Run 1, clock wiring as the flow saved it:
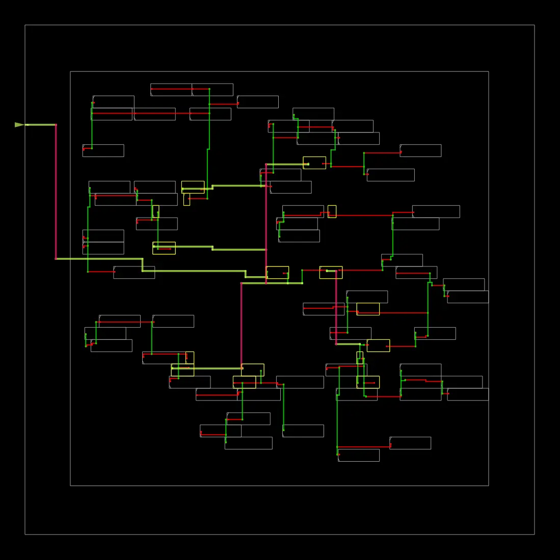
Run 1, close-up of the layout:
The bar under the picture is 10 µm long. Region (42, 42) to (72, 72) µm. Cells in gray, sequential cells in the stronger gray; small squares are vias.
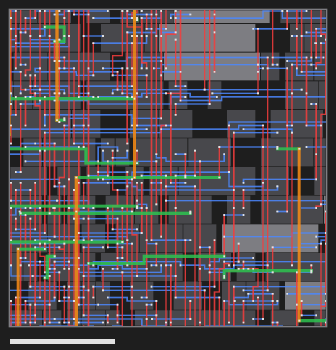
Run 1, metal layers overlaid:
Two of the layers only.
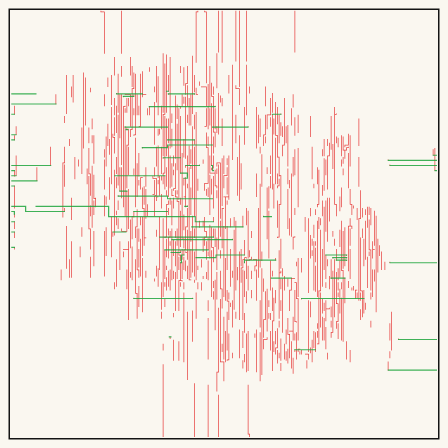
$ cat src/rtl/lcd_pkg.sv
// Shared definitions for the HD44780 refresh sequencer: command codes,
// the init command ROM, state encodings and the digit-to-ASCII mapping.
package lcd_pkg;

    localparam logic [7:0] FUNC_SET_8B2L = 8'h38;
    localparam logic [7:0] DISP_ON       = 8'h0C;
    localparam logic [7:0] CLEAR         = 8'h01;
    localparam logic [7:0] ENTRY_INC     = 8'h06;
    localparam logic [7:0] SET_DDRAM     = 8'h80;

    localparam int         INIT_LEN  = 6;
    localparam logic [2:0] INIT_LAST = 3'(INIT_LEN - 1);

    // Top-level sequencer states
    typedef enum logic [2:0] {
        S_PWRUP = 3'd0,
        S_INIT  = 3'd1,
        S_ADDR  = 3'd2,
        S_DATA  = 3'd3,
        S_IDLE  = 3'd4
    } lcd_state_e;

    // Write-strobe phases
    typedef enum logic [2:0] {
        PH_IDLE  = 3'd0,
        PH_SETUP = 3'd1,
        PH_PULSE = 3'd2,
        PH_HOLD  = 3'd3,
        PH_GAP   = 3'd4
    } strobe_phase_e;

    typedef struct packed {
        logic [7:0] cmd;
        logic [2:0] gap;
    } init_entry_t;

    // Init command ROM: command byte plus extra settle cycles after HOLD.
    // The longer gaps follow the first function-set and the clear command,
    // which the controller needs more time to execute.
    function automatic init_entry_t init_rom(input logic [2:0] idx);
        init_entry_t e;
        case (idx)
            3'd0:    e = '{cmd: FUNC_SET_8B2L, gap: 3'd5};
            3'd1:    e = '{cmd: FUNC_SET_8B2L, gap: 3'd1};
            3'd2:    e = '{cmd: FUNC_SET_8B2L, gap: 3'd1};
            3'd3:    e = '{cmd: DISP_ON,       gap: 3'd1};
            3'd4:    e = '{cmd: CLEAR,         gap: 3'd2};
            default: e = '{cmd: ENTRY_INC,     gap: 3'd1};
        endcase
        return e;
    endfunction

    // 0-9 -> '0'-'9', 10-15 -> 'A'-'F'
    function automatic logic [7:0] nibble_to_ascii(input logic [3:0] d);
        if (d < 4'd10) begin
            return 8'h30 + {4'h0, d};
        end
        return 8'h37 + {4'h0, d};
    endfunction

endpackage

$ cat src/rtl/lcd_write_strobe.sv
// One LCD bus write: SETUP (RS/DB valid, E=0), PULSE (E=1), HOLD (E=0),
// then gap_i extra cycles with RS/DB still held.
//
// Handshake: start_i is sampled on every rising edge; the caller raises it
// only while the engine is idle or while done_o is high. done_o is high for
// exactly the last cycle of a write (HOLD when gap is 0, else the final GAP
// cycle), so a start issued in that cycle puts the next SETUP on the very
// next edge with no dead cycle in between.
module lcd_write_strobe
    import lcd_pkg::*;
(
    input  logic          clk_i,
    input  logic          rst_ni,
    input  logic          start_i,
    input  logic          rs_i,
    input  logic [7:0]    db_i,
    input  logic [2:0]    gap_i,
    output logic          e_o,
    output logic          rs_o,
    output logic [7:0]    db_o,
    output logic          done_o,
    output strobe_phase_e phase_o
);

    strobe_phase_e phase_q;
    logic [2:0]    gap_q;
    logic [2:0]    gcnt_q;
    logic          e_q;
    logic          rs_q;
    logic [7:0]    db_q;

    // Phase sequencing and registered pin drivers
    always_ff @(posedge clk_i or negedge rst_ni) begin
        if (!rst_ni) begin
            phase_q <= PH_IDLE;
            gap_q   <= 3'd0;
            gcnt_q  <= 3'd0;
            e_q     <= 1'b0;
            rs_q    <= 1'b0;
            db_q    <= 8'h00;
        end else if (start_i) begin
            phase_q <= PH_SETUP;
            gap_q   <= gap_i;
            gcnt_q  <= 3'd0;
            e_q     <= 1'b0;
            rs_q    <= rs_i;
            db_q    <= db_i;
        end else begin
            case (phase_q)
                PH_SETUP: begin
                    phase_q <= PH_PULSE;
                    e_q     <= 1'b1;
                end
                PH_PULSE: begin
                    phase_q <= PH_HOLD;
                    e_q     <= 1'b0;
                end
                PH_HOLD: begin
                    if (gap_q == 3'd0) begin
                        phase_q <= PH_IDLE;
                        rs_q    <= 1'b0;
                    end else begin
                        phase_q <= PH_GAP;
                        gcnt_q  <= 3'd1;
                    end
                end
                PH_GAP: begin
                    if (gcnt_q == gap_q) begin
                        phase_q <= PH_IDLE;
                        rs_q    <= 1'b0;
                    end else begin
                        gcnt_q <= gcnt_q + 3'd1;
                    end
                end
                default: begin
                    phase_q <= PH_IDLE;
                end
            endcase
        end
    end

    assign done_o  = ((phase_q == PH_HOLD) && (gap_q == 3'd0)) ||
                     ((phase_q == PH_GAP) && (gcnt_q == gap_q));
    assign e_o     = e_q;
    assign rs_o    = rs_q;
    assign db_o    = db_q;
    assign phase_o = phase_q;

endmodule

$ cat src/rtl/lcd_refresh_sequencer.sv
// HD44780 sequencer for the 4-digit counter display: power-up wait, 8-bit
// init commands, then an endless loop of DDRAM address + four digit writes
// separated by an idle refresh interval. All bus timing lives in
// lcd_write_strobe; this level only picks what to write next.
module lcd_refresh_sequencer
    import lcd_pkg::*;
#(
    parameter int         POWERUP_MS = 20,
    parameter int         REFRESH_MS = 50,
    parameter logic [6:0] COL        = 7'h00
) (
    input  logic          clk_1ms,
    input  logic          reset,
    input  logic [3:0]    count0,
    input  logic [3:0]    count1,
    input  logic [3:0]    count2,
    input  logic [3:0]    count3,
    output logic          E_out,
    output logic          RW_out,
    output logic          RS_out,
    output logic [7:0]    DB_out,
    output logic          init_done,
    output logic          frame_done,
    output lcd_state_e    dbg_state,
    output strobe_phase_e dbg_phase
);

    localparam logic [15:0] PWR_END  = 16'(POWERUP_MS);
    localparam logic [15:0] IDLE_END = 16'(REFRESH_MS - 1);
    localparam logic [7:0]  ADDR_CMD = SET_DDRAM | {1'b0, COL};

    lcd_state_e  state_q;
    logic [15:0] cnt_q;
    logic [2:0]  idx_q;
    logic [15:0] snap_q;
    logic        init_done_q;
    logic        frame_done_q;

    logic        wr_start;
    logic        wr_rs;
    logic [7:0]  wr_db;
    logic [2:0]  wr_gap;
    logic        wr_done;
    init_entry_t rom_first;
    init_entry_t rom_next;

    // Digit n of the snapshot, leftmost (count3) first
    function automatic logic [3:0] pick_digit(input logic [15:0] s, input logic [1:0] n);
        case (n)
            2'd0:    return s[15:12];
            2'd1:    return s[11:8];
            2'd2:    return s[7:4];
            default: return s[3:0];
        endcase
    endfunction

    // Choose the next write and when to launch it
    always_comb begin
        wr_start  = 1'b0;
        wr_rs     = 1'b0;
        wr_db     = 8'h00;
        wr_gap    = 3'd0;
        rom_first = init_rom(3'd0);
        rom_next  = init_rom(idx_q + 3'd1);
        case (state_q)
            S_PWRUP: begin
                if (cnt_q == PWR_END) begin
                    wr_start = 1'b1;
                    wr_db    = rom_first.cmd;
                    wr_gap   = rom_first.gap;
                end
            end
            S_INIT: begin
                if (wr_done) begin
                    wr_start = 1'b1;
                    if (idx_q == INIT_LAST) begin
                        wr_db = ADDR_CMD;
                    end else begin
                        wr_db  = rom_next.cmd;
                        wr_gap = rom_next.gap;
                    end
                end
            end
            S_ADDR: begin
                if (wr_done) begin
                    wr_start = 1'b1;
                    wr_rs    = 1'b1;
                    wr_db    = nibble_to_ascii(pick_digit(snap_q, 2'd0));
                end
            end
            S_DATA: begin
                if (wr_done && (idx_q[1:0] != 2'd3)) begin
                    wr_start = 1'b1;
                    wr_rs    = 1'b1;
                    wr_db    = nibble_to_ascii(pick_digit(snap_q, idx_q[1:0] + 2'd1));
                end
            end
            S_IDLE: begin
                if (cnt_q == IDLE_END) begin
                    wr_start = 1'b1;
                    wr_db    = ADDR_CMD;
                end
            end
            default: begin
                wr_start = 1'b0;
            end
        endcase
    end

    // Sequencer FSM; the digit snapshot is taken on the edge that launches ADDR
    always_ff @(posedge clk_1ms or negedge reset) begin
        if (!reset) begin
            state_q      <= S_PWRUP;
            cnt_q        <= 16'd0;
            idx_q        <= 3'd0;
            snap_q       <= 16'h0000;
            init_done_q  <= 1'b0;
            frame_done_q <= 1'b0;
        end else begin
            frame_done_q <= 1'b0;
            case (state_q)
                S_PWRUP: begin
                    cnt_q <= cnt_q + 16'd1;
                    if (wr_start) begin
                        state_q <= S_INIT;
                        idx_q   <= 3'd0;
                        cnt_q   <= 16'd0;
                    end
                end
                S_INIT: begin
                    if (wr_done) begin
                        if (idx_q == INIT_LAST) begin
                            state_q     <= S_ADDR;
                            init_done_q <= 1'b1;
                            snap_q      <= {count3, count2, count1, count0};
                        end else begin
                            idx_q <= idx_q + 3'd1;
                        end
                    end
                end
                S_ADDR: begin
                    if (wr_done) begin
                        state_q <= S_DATA;
                        idx_q   <= 3'd0;
                    end
                end
                S_DATA: begin
                    if (wr_done) begin
                        if (idx_q[1:0] == 2'd3) begin
                            state_q      <= S_IDLE;
                            cnt_q        <= 16'd0;
                            frame_done_q <= 1'b1;
                        end else begin
                            idx_q <= idx_q + 3'd1;
                        end
                    end
                end
                S_IDLE: begin
                    cnt_q <= cnt_q + 16'd1;
                    if (wr_start) begin
                        state_q <= S_ADDR;
                        cnt_q   <= 16'd0;
                        snap_q  <= {count3, count2, count1, count0};
                    end
                end
                default: begin
                    state_q <= S_PWRUP;
                end
            endcase
        end
    end

    lcd_write_strobe u_strobe (
        .clk_i   (clk_1ms),
        .rst_ni  (reset),
        .start_i (wr_start),
        .rs_i    (wr_rs),
        .db_i    (wr_db),
        .gap_i   (wr_gap),
        .e_o     (E_out),
        .rs_o    (RS_out),
        .db_o    (DB_out),
        .done_o  (wr_done),
        .phase_o (dbg_phase)
    );

    assign RW_out     = 1'b0;
    assign init_done  = init_done_q;
    assign frame_done = frame_done_q;
    assign dbg_state  = state_q;

endmodule

$ cat config.mk
export PLATFORM = sky130hd
export DESIGN_NAME = lcd_refresh_sequencer
export DESIGN_NICKNAME = d
export VERILOG_FILES = /design/src/rtl/lcd_pkg.sv /design/src/rtl/lcd_write_strobe.sv /design/src/rtl/lcd_refresh_sequencer.sv
export SDC_FILE = /design/constraint.sdc
export NUM_CORES = 1
export LEC_CHECK = 0
export CAP_MARGIN = 30
export CORE_MARGIN = 10
export CORE_UTILIZATION = 40
export DETAILED_ROUTE_END_ITERATION = 10
export GPL_TIMING_DRIVEN = 0
export HOLD_SLACK_MARGIN = 0.03
export PLACE_DENSITY = 0.71
export SETUP_SLACK_MARGIN = 0.4
export SLEW_MARGIN = 20
export SYNTH_ARGS = -nofsm -noshare
export SYNTH_HDL_FRONTEND = slang
export SYNTH_SLANG_ARGS = --single-unit
$ cat constraint.sdc
create_clock -name clk_1ms -period 2.5 [get_ports clk_1ms]
set_clock_uncertainty 0.05 [all_clocks]
set_input_delay 0.5 -clock clk_1ms [delete_from_list [all_inputs] [get_ports clk_1ms]]
set_output_delay 0.5 -clock clk_1ms [all_outputs]
set_load 0.1 [all_outputs]
==> CHANGELOG.md, run 1 <==
## Flow update

- Max IR drop VDD: 0.2223 mV
- Clock share of power: 41.6%
- Gr ovfl total: 0
- Design area: 0.004967 mm²
- Largest net degree at the start of global routing: 35
- Simple-Gate Fraction of Synth Area: 19.65%
- Die extent in x: 113.7 µm
- Post_cts resized: 100
- Biggest area cells: dfrtp_1, mux2_2, ha_1, nor3_1, o21ai_0
- R2R depth: 7
- I/O Pins: 37
- H-tree depth: 3
- Worst R2R Start: u_strobe.phase_o[1]$_DFFE_PN0P_
- Hold WC Path Type: flip-flop to flip-flop
- RSZ-0062 raised after global routing: true
- WHS: 0.4194 ns
- Vias in the first global route: 3,170
- Max-slew violation count: 0
- Share of cells above drive strength 1: 38.55%
- Placed cells: 511
- Outcome: finished, final reports clean
- Flop pwr share: 52.2%
- Top cells by count: dfrtp_1, nor2_1, nor3_1
- Critical path peak fanout: 6
- Crit path DRT: 2.69 ns
- Mapped Nets: 397
- Top_reg_cell synth: dfrtp_1
- Synth top area share: 42.01%
- Syn Inst Count: 367
- First-pass GRT wire length: 15,570 µm
- Post-Syn Area per Cell: 9.577 µm²
- Hold path depth: 1
- Dominant comb cell: AND-OR/OR-AND gates
- Ys Warns: 0
- Dominant cell type by area after synthesis: dfrtp_1
- Cell with the most instances after synthesis: dfrtp_1
- Synthesized flop and latch total: 59
- Worst R2R End: cnt_q[10]$_DFFE_PN0P_
- Pre-Repair DR Iteration Count: 4
- Cell Pwr Density: 377.6 mW/mm²
- Register area: 0.001499 mm²
- Setup WS pre-CTS: -0.07714 ns
- Placed cell area: 0.004144 mm²
- Hold_sp: init_done$_DFFE_PN0P_
- CTS root buf: clkbuf_8
- Tool warnings: 36
- Crit. Startpoint: u_strobe.phase_o[1]$_DFFE_PN0P_
- Clk buf depth: 2
- Yosys cell types: 61
- CORE AREA: 0.008636 mm²
- Critical path class: flip-flop to flip-flop
- DRT iter0 DRCs: 215
- Complex Gates by Area: 21.57%
- Sw frac: 23.28%
- Seq share, synth: 42.01%
- Die ar.: 0.01294 mm²
- Port Buffers: 35
- CTS tree: done
- Crit end category: flip-flop
- Via-to-Cell Ratio: 5.795
- Critical Path End: cnt_q[10]$_DFFE_PN0P_
- Adder share: 4.272%
- Ys cells: 367
- Top power group: sequential cells
- Gate power share: 6.2%
- NumNets Final: 479
- Fin cells: 562
- Clk slew on worst S/H paths: 0.07 ns
- Net Sw Power: 436.6 µW
- Syn Std Cell Area: 0.003515 mm²
- # hold bufs at CTS: 1
- Synth mux share: 6.586%
- Crit path launch type: flip-flop
- Remaining antenna violation count after routing: 0
- Xor/xnor share: 1.744%
- Design Power: 1875 µW
- Setup-failing EPs final: 0
- Area Growth Syn to Fin: 41.33%
- Seq. pwr: 979 µW
- Slew of the pin with the lowest slew margin: 0.9460 ns
- Hold path endpoint: init_done$_DFFE_PN0P_
- Max Clk Rate: 426.8 MHz
- Vias: 3,257
- Fin crit share: 93.72%
- Rel. slew slack: 37.18%
- Comb area: 0.002295 mm²
-- 'clock wiring as the flow saved it' (at the start) --
CTS Buf Count: 9
Num Clock Sinks: 59
worst skew pair latency: 0.34 ns
clock-net power: 780 µW

-- 'close-up of the layout' (at the start) --
Key: red = metal 2; green = metal 3; orange = metal 4; blue = metal 1
80 logic cells have their middle in the window. Sequential cells in the window: 3. Most frequent: buf_4 (10), nand2_1 (5), nor2_1 (4). Netlist names of flops here include `u_strobe.gap_q` (2), `u_strobe.rs_o` (1).

-- 'metal layers overlaid' (at the start) --
Key: green = metal 3 [wire length 469 µm]; red = metal 2 [wire length 4,630 µm]
Total Wirelength: 9441 µm
Avg WL per Cell: 16.80 µm

-- run 1: cell type report --
cell class,instances,share of cell area [%]
sequential,59,30.18
clock inverter,2,0.2015
buffer,18,3.149
clock buffer,14,3.275
inverter,16,1.209
timing repair buffer,71,13.07
multi-input combinational,274,46.20
tap,108,2.720
-- run 1: critical path, cell delays in order, from the launching register on --
cell and delay (ns):
dfrtp_4 0.48, or3b_4 0.43, or4_4 0.43, buf_8 0.15
a211oi_4 0.29, buf_4 0.18, nor3_2 0.03, nor4_1 0.20
-- run 1: layer usage --
metal	track usage [%]	vias up	wire, µm
met3	3.885	20	468
met2	23.90	89	4634
li1	-	1541	-
met1	17.85	1607	4138
met5	0	-	0
met4	5.161	0	199
==> run 1 -> run 2 <==
--- a/config.mk
+++ b/config.mk
@@ -10,7 +10,7 @@
 export CORE_UTILIZATION = 40
 export DETAILED_ROUTE_END_ITERATION = 10
 export GPL_TIMING_DRIVEN = 0
-export HOLD_SLACK_MARGIN = 0.03
+export HOLD_SLACK_MARGIN = 0.08
 export PLACE_DENSITY = 0.71
 export SETUP_SLACK_MARGIN = 0.4
 export SLEW_MARGIN = 20
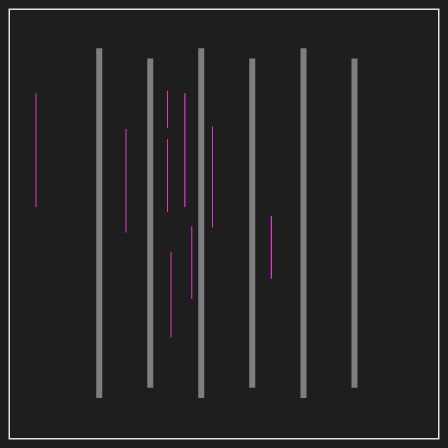
Run 2: the metal 4 layer
Supply wires on this layer in gray.
The layer holds 2.1% of the routed length. The layer carries 200 µm of wire. The wires run mostly vertical. The longest straight run is 29.9 µm. 7 nets have wire on it.

==> CHANGELOG.md, run 2 <==
## Flow update

- Largest net degree at the start of global routing: 35 (unchanged)
- Sw frac: 23.28% (unchanged)
- H-tree depth: 3 (unchanged)
- Yosys cell types: 61 (unchanged)
- Syn Inst Count: 367 (unchanged)
- # hold bufs at CTS: 1 (unchanged)
- Crit end category: flip-flop
- Top delay family on crit path: simple AND/OR/NAND/NOR gates
- Top_reg_cell synth: dfrtp_1
- Cell Pwr Density: 377.6 mW/mm² (unchanged)
- Die extent in x: 113.7 µm (unchanged)
- Worst skew pair latency: 0.34 ns (about the same)
- CP max stage cell: dfrtp_4
- CP peak stage delay: 0.48 ns (about the same)
- First-pass GRT wire length: 15,570 µm (unchanged)
- Hold path endpoint: init_done$_DFFE_PN0P_
- Adder share: 4.272% (unchanged)
- Share of cells above drive strength 1: 38.55% (unchanged)
- Flop pwr share: 52.2% (about the same)
- Outcome: finished, final reports clean
- Post_cts resized: 100 (unchanged)
- Num Clock Sinks: 59 (unchanged)
- Max-slew violation count: 0 (unchanged)
- Gr ovfl total: 0 (unchanged)
- Synth top area share: 42.01% (unchanged)
- Gate power share: 6.2% (about the same)
- Layer with the highest usage: met2
- Placed cells: 511 (unchanged)
- Xor/xnor share: 1.744% (unchanged)
- Cell with the most instances after synthesis: dfrtp_1
- Hold path depth: 1 (unchanged)
- M1 GR Usage: 17.85% (unchanged)
- Metal2 WL: 4634 µm (unchanged)
- Dominant comb cell: AND-OR/OR-AND gates
- Fin crit share: 93.72% (unchanged)
- Worst path bufs/invs: 2 (unchanged)
- DRT iter0 DRCs: 215 (unchanged)
- Met3 usage: 3.885% (unchanged)
- Crit path DRT: 2.69 ns (about the same)
- Setup-failing EPs final: 0 (unchanged)
- CTS Buf Count: 9 (unchanged)
- Seq share, synth: 42.01% (unchanged)
- Critical path peak fanout: 6 (unchanged)
- Ys cells: 367 (unchanged)
- Area Growth Syn to Fin: 41.33% (unchanged)
- Avg WL per Cell: 16.80 µm (unchanged)
- CTS root buf: clkbuf_8
- CP Depth: 7 (unchanged)
- Vias: 3,257 (unchanged)
- Total Wirelength: 9441 µm (unchanged)
- Hold_sp: init_done$_DFFE_PN0P_
- Rel. slew slack: 37.18% (unchanged)
- Clk buf depth: 2 (unchanged)
- Comb area: 0.002295 mm² (unchanged)
- Max Clk Rate: 426.8 MHz (unchanged)
- Fin cells: 562 (unchanged)
- Max Used Layer: met4
- Clock-net power: 780 µW (about the same)
- Clk slew on worst S/H paths: 0.07 ns (about the same)
- WHS: 0.4194 ns (unchanged)
- Mapped Nets: 397 (unchanged)
- Slew of the pin with the lowest slew margin: 0.9460 ns (unchanged)
- Port Buffers: 35 (unchanged)
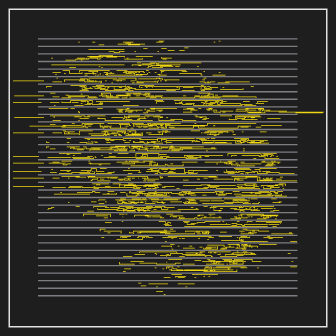
Run 2: M1 wires
Supply wires on this layer in gray.
The wires run mostly horizontal. 443 nets have wire on it. The layer carries 4,140 µm of wire. The longest straight run is 26.2 µm. The layer holds 44% of the routed length.

## run 2: metrics by stage
| stage | cell area, µm² | util [%] | setup slack, ns |
|---|---|---|---|
| global route | 4967 | 57.52 | 0.07852 |
| global placement | 4126 | 47.78 | -1.402 |
| detailed placement | 4144 | 47.99 | -0.07714 |
| floorplan | 3641 | - | 0.09825 |
| CTS | 4767 | 55.20 | 0.1729 |
| finish | 4967 | 57.52 | 0.1570 |
## run 2: layout make-up
cell class / count / area share, %
multi-input combinational: 274 / 46.20
tap: 108 / 2.720
clock buffer: 14 / 3.275
clock inverter: 2 / 0.2015
sequential: 59 / 30.18
buffer: 18 / 3.149
timing repair buffer: 71 / 13.07
inverter: 16 / 1.209
==> run 2 -> run 3 <==
--- a/config.mk
+++ b/config.mk
@@ -11,6 +11,7 @@
 export DETAILED_ROUTE_END_ITERATION = 10
 export GPL_TIMING_DRIVEN = 0
 export HOLD_SLACK_MARGIN = 0.08
+export MAX_ROUTING_LAYER = met4
 export PLACE_DENSITY = 0.71
 export SETUP_SLACK_MARGIN = 0.4
 export SLEW_MARGIN = 20
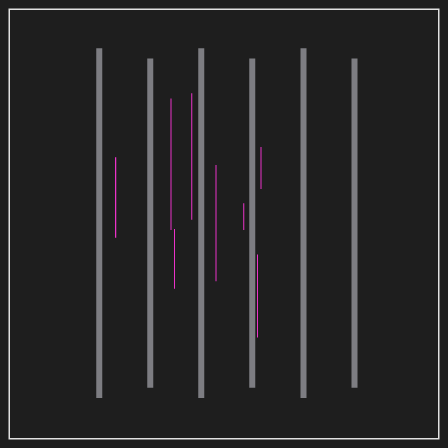
Run 3: the metal 4 layer
Supply wires on this layer in gray.
The layer holds 1.8% of the routed length. 6 nets have wire on it. The wires run mostly vertical.
Total Wirelength: 9988 µm
vias: 3,285

==> CHANGELOG.md, run 3 <==
## Flow update

- Setup-failing EPs final: 0 (unchanged)
- Dominant comb cell: AND-OR/OR-AND gates
- DRT iter0 DRCs: 248 (+15%)
- CP max stage cell: dfrtp_4
- Port Buffers: 35 (unchanged)
- H-tree depth: 3 (unchanged)
- Setup ws final: 0.1394 ns (-0.01760 ns)
- CTS root buf: clkbuf_8
- Rel. slew slack: 36.83% (-0.35 points)
- Slew of the pin with the lowest slew margin: 0.9513 ns (+0.005269 ns)
- Top_reg_cell synth: dfrtp_1
- CTS Buf Count: 9 (unchanged)
- Flop Count: 59 (unchanged)
- Hold_sp: init_done$_DFFE_PN0P_
- Hold path depth: 1 (unchanged)
- # hold bufs at CTS: 1 (unchanged)
- Flop pwr share: 47.6% (-4.6 points)
- Outcome: finished, final reports clean
- Gr ovfl total: 0 (unchanged)
- Adder share: 4.272% (unchanged)
- Cell with the most instances after synthesis: dfrtp_1
- Top delay family on crit path: simple AND/OR/NAND/NOR gates
- Max-slew violation count: 0 (unchanged)
- Post_cts resized: 115 (+15%)
- Die extent in x: 113.7 µm (unchanged)
- Fin cells: 571 (+1.6%)
- Clk tree area frac: 4.238% (+0.76 points)
- Clk slew on worst S/H paths: 0.07 ns (about the same)
- Clk buf depth: 2 (unchanged)
- Leading cell kind: combinational gates
- Logic Gate Count: 274 (unchanged)
- Non-clock buffer count: 98 (+10%)
- Worst path bufs/invs: 3 (+1)
- Design area: 0.005107 mm² (+2.8%)
- Num Clock Sinks: 59 (unchanged)
- Non-clock buffering overhead: 18.08% (+1.9 points)
- Gate power share: 5.8% (-0.4 points)
- Xor/xnor share: 1.744% (unchanged)
- Largest net degree at the start of global routing: 47 (+34%)
- Syn Inst Count: 367 (unchanged)
- Cell Pwr Density: 402.8 mW/mm² (+6.7%)
- Max_cap viols: 0
- Critical path peak fanout: 6 (unchanged)
- Flop share of the area: 29.32% (-0.85 points)
- Share of cells above drive strength 1: 37.80% (-0.75 points)
- Final GP Congestion: 0.9178
- Comb area: 0.002275 mm² (-0.87%)
- Inverters: 16 (unchanged)
- CP Depth: 8 (+1)
- Sw frac: 22.94% (-0.34 points)
- Max Clk Rate: 423.6 MHz (-0.75%)
- Synth top area share: 42.01% (unchanged)
- Worst skew pair latency: 0.35 ns (about the same)
- Die Height: 113.7 µm
- Fin util: 59.14% (+1.6 points)
- First-pass GRT wire length: 16,440 µm (+5.6%)
- Placed cells: 511 (unchanged)
- Ys cells: 367 (unchanged)
- Yosys cell types: 61 (unchanged)
- Setup WS pre-CTS: -0.07894 ns (-0.001807 ns)
- Fin crit share: 94.42% (+0.70 points)
- Hold path endpoint: init_done$_DFFE_PN0P_
- CP peak stage delay: 0.48 ns (about the same)
- Crit end category: flip-flop
- Combinational share of cell area: 44.54% (-1.7 points)
- WHS: 0.4189 ns (-0.0004520 ns)
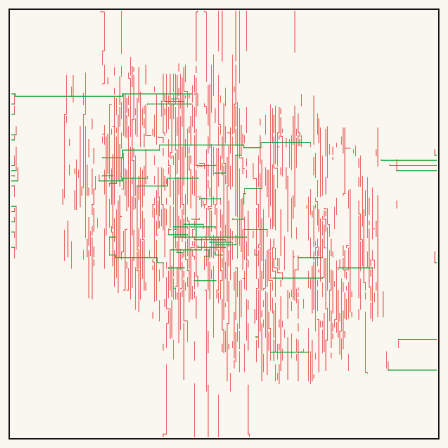
Run 3: metal layers overlaid
Two of the layers only.
Key: red = metal 2 [wire length 5,160 µm]; green = metal 3 [wire length 421 µm]
Avg WL per Cell: 17.49 µm
total track usage: 15.58%

-- run 3: netlist changes by cell type in the layout (fill, tap and decap cells not counted), moves of 3 or more --
cell,before,now
buf_4,28,34
clkbuf_1,7,4
clkbuf_2,12,9
clkbuf_8,13,10
clkdlybuf4s15_2,10,13
clkinvlp_4,0,3
nor2_1,19,23
nor2_2,5,1
-- run 3: per-layer routing --
| layer | wire length [µm] | vias up | part of all wire [%] | track usage [%] |
|---|---|---|---|---|
| li1 | - | 1567 | - | - |
| met1 | 4237 | 1602 | 42 | 18.17 |
| met2 | 5155 | 97 | 52 | 26.08 |
| met3 | 420 | 19 | 4.2 | 3.255 |
| met4 | 174 | 0 | 1.7 | 5.330 |
| met5 | 0 | - | 0 | - |
Power figures rest on the tool's default switching activity, not on a simulated workload.
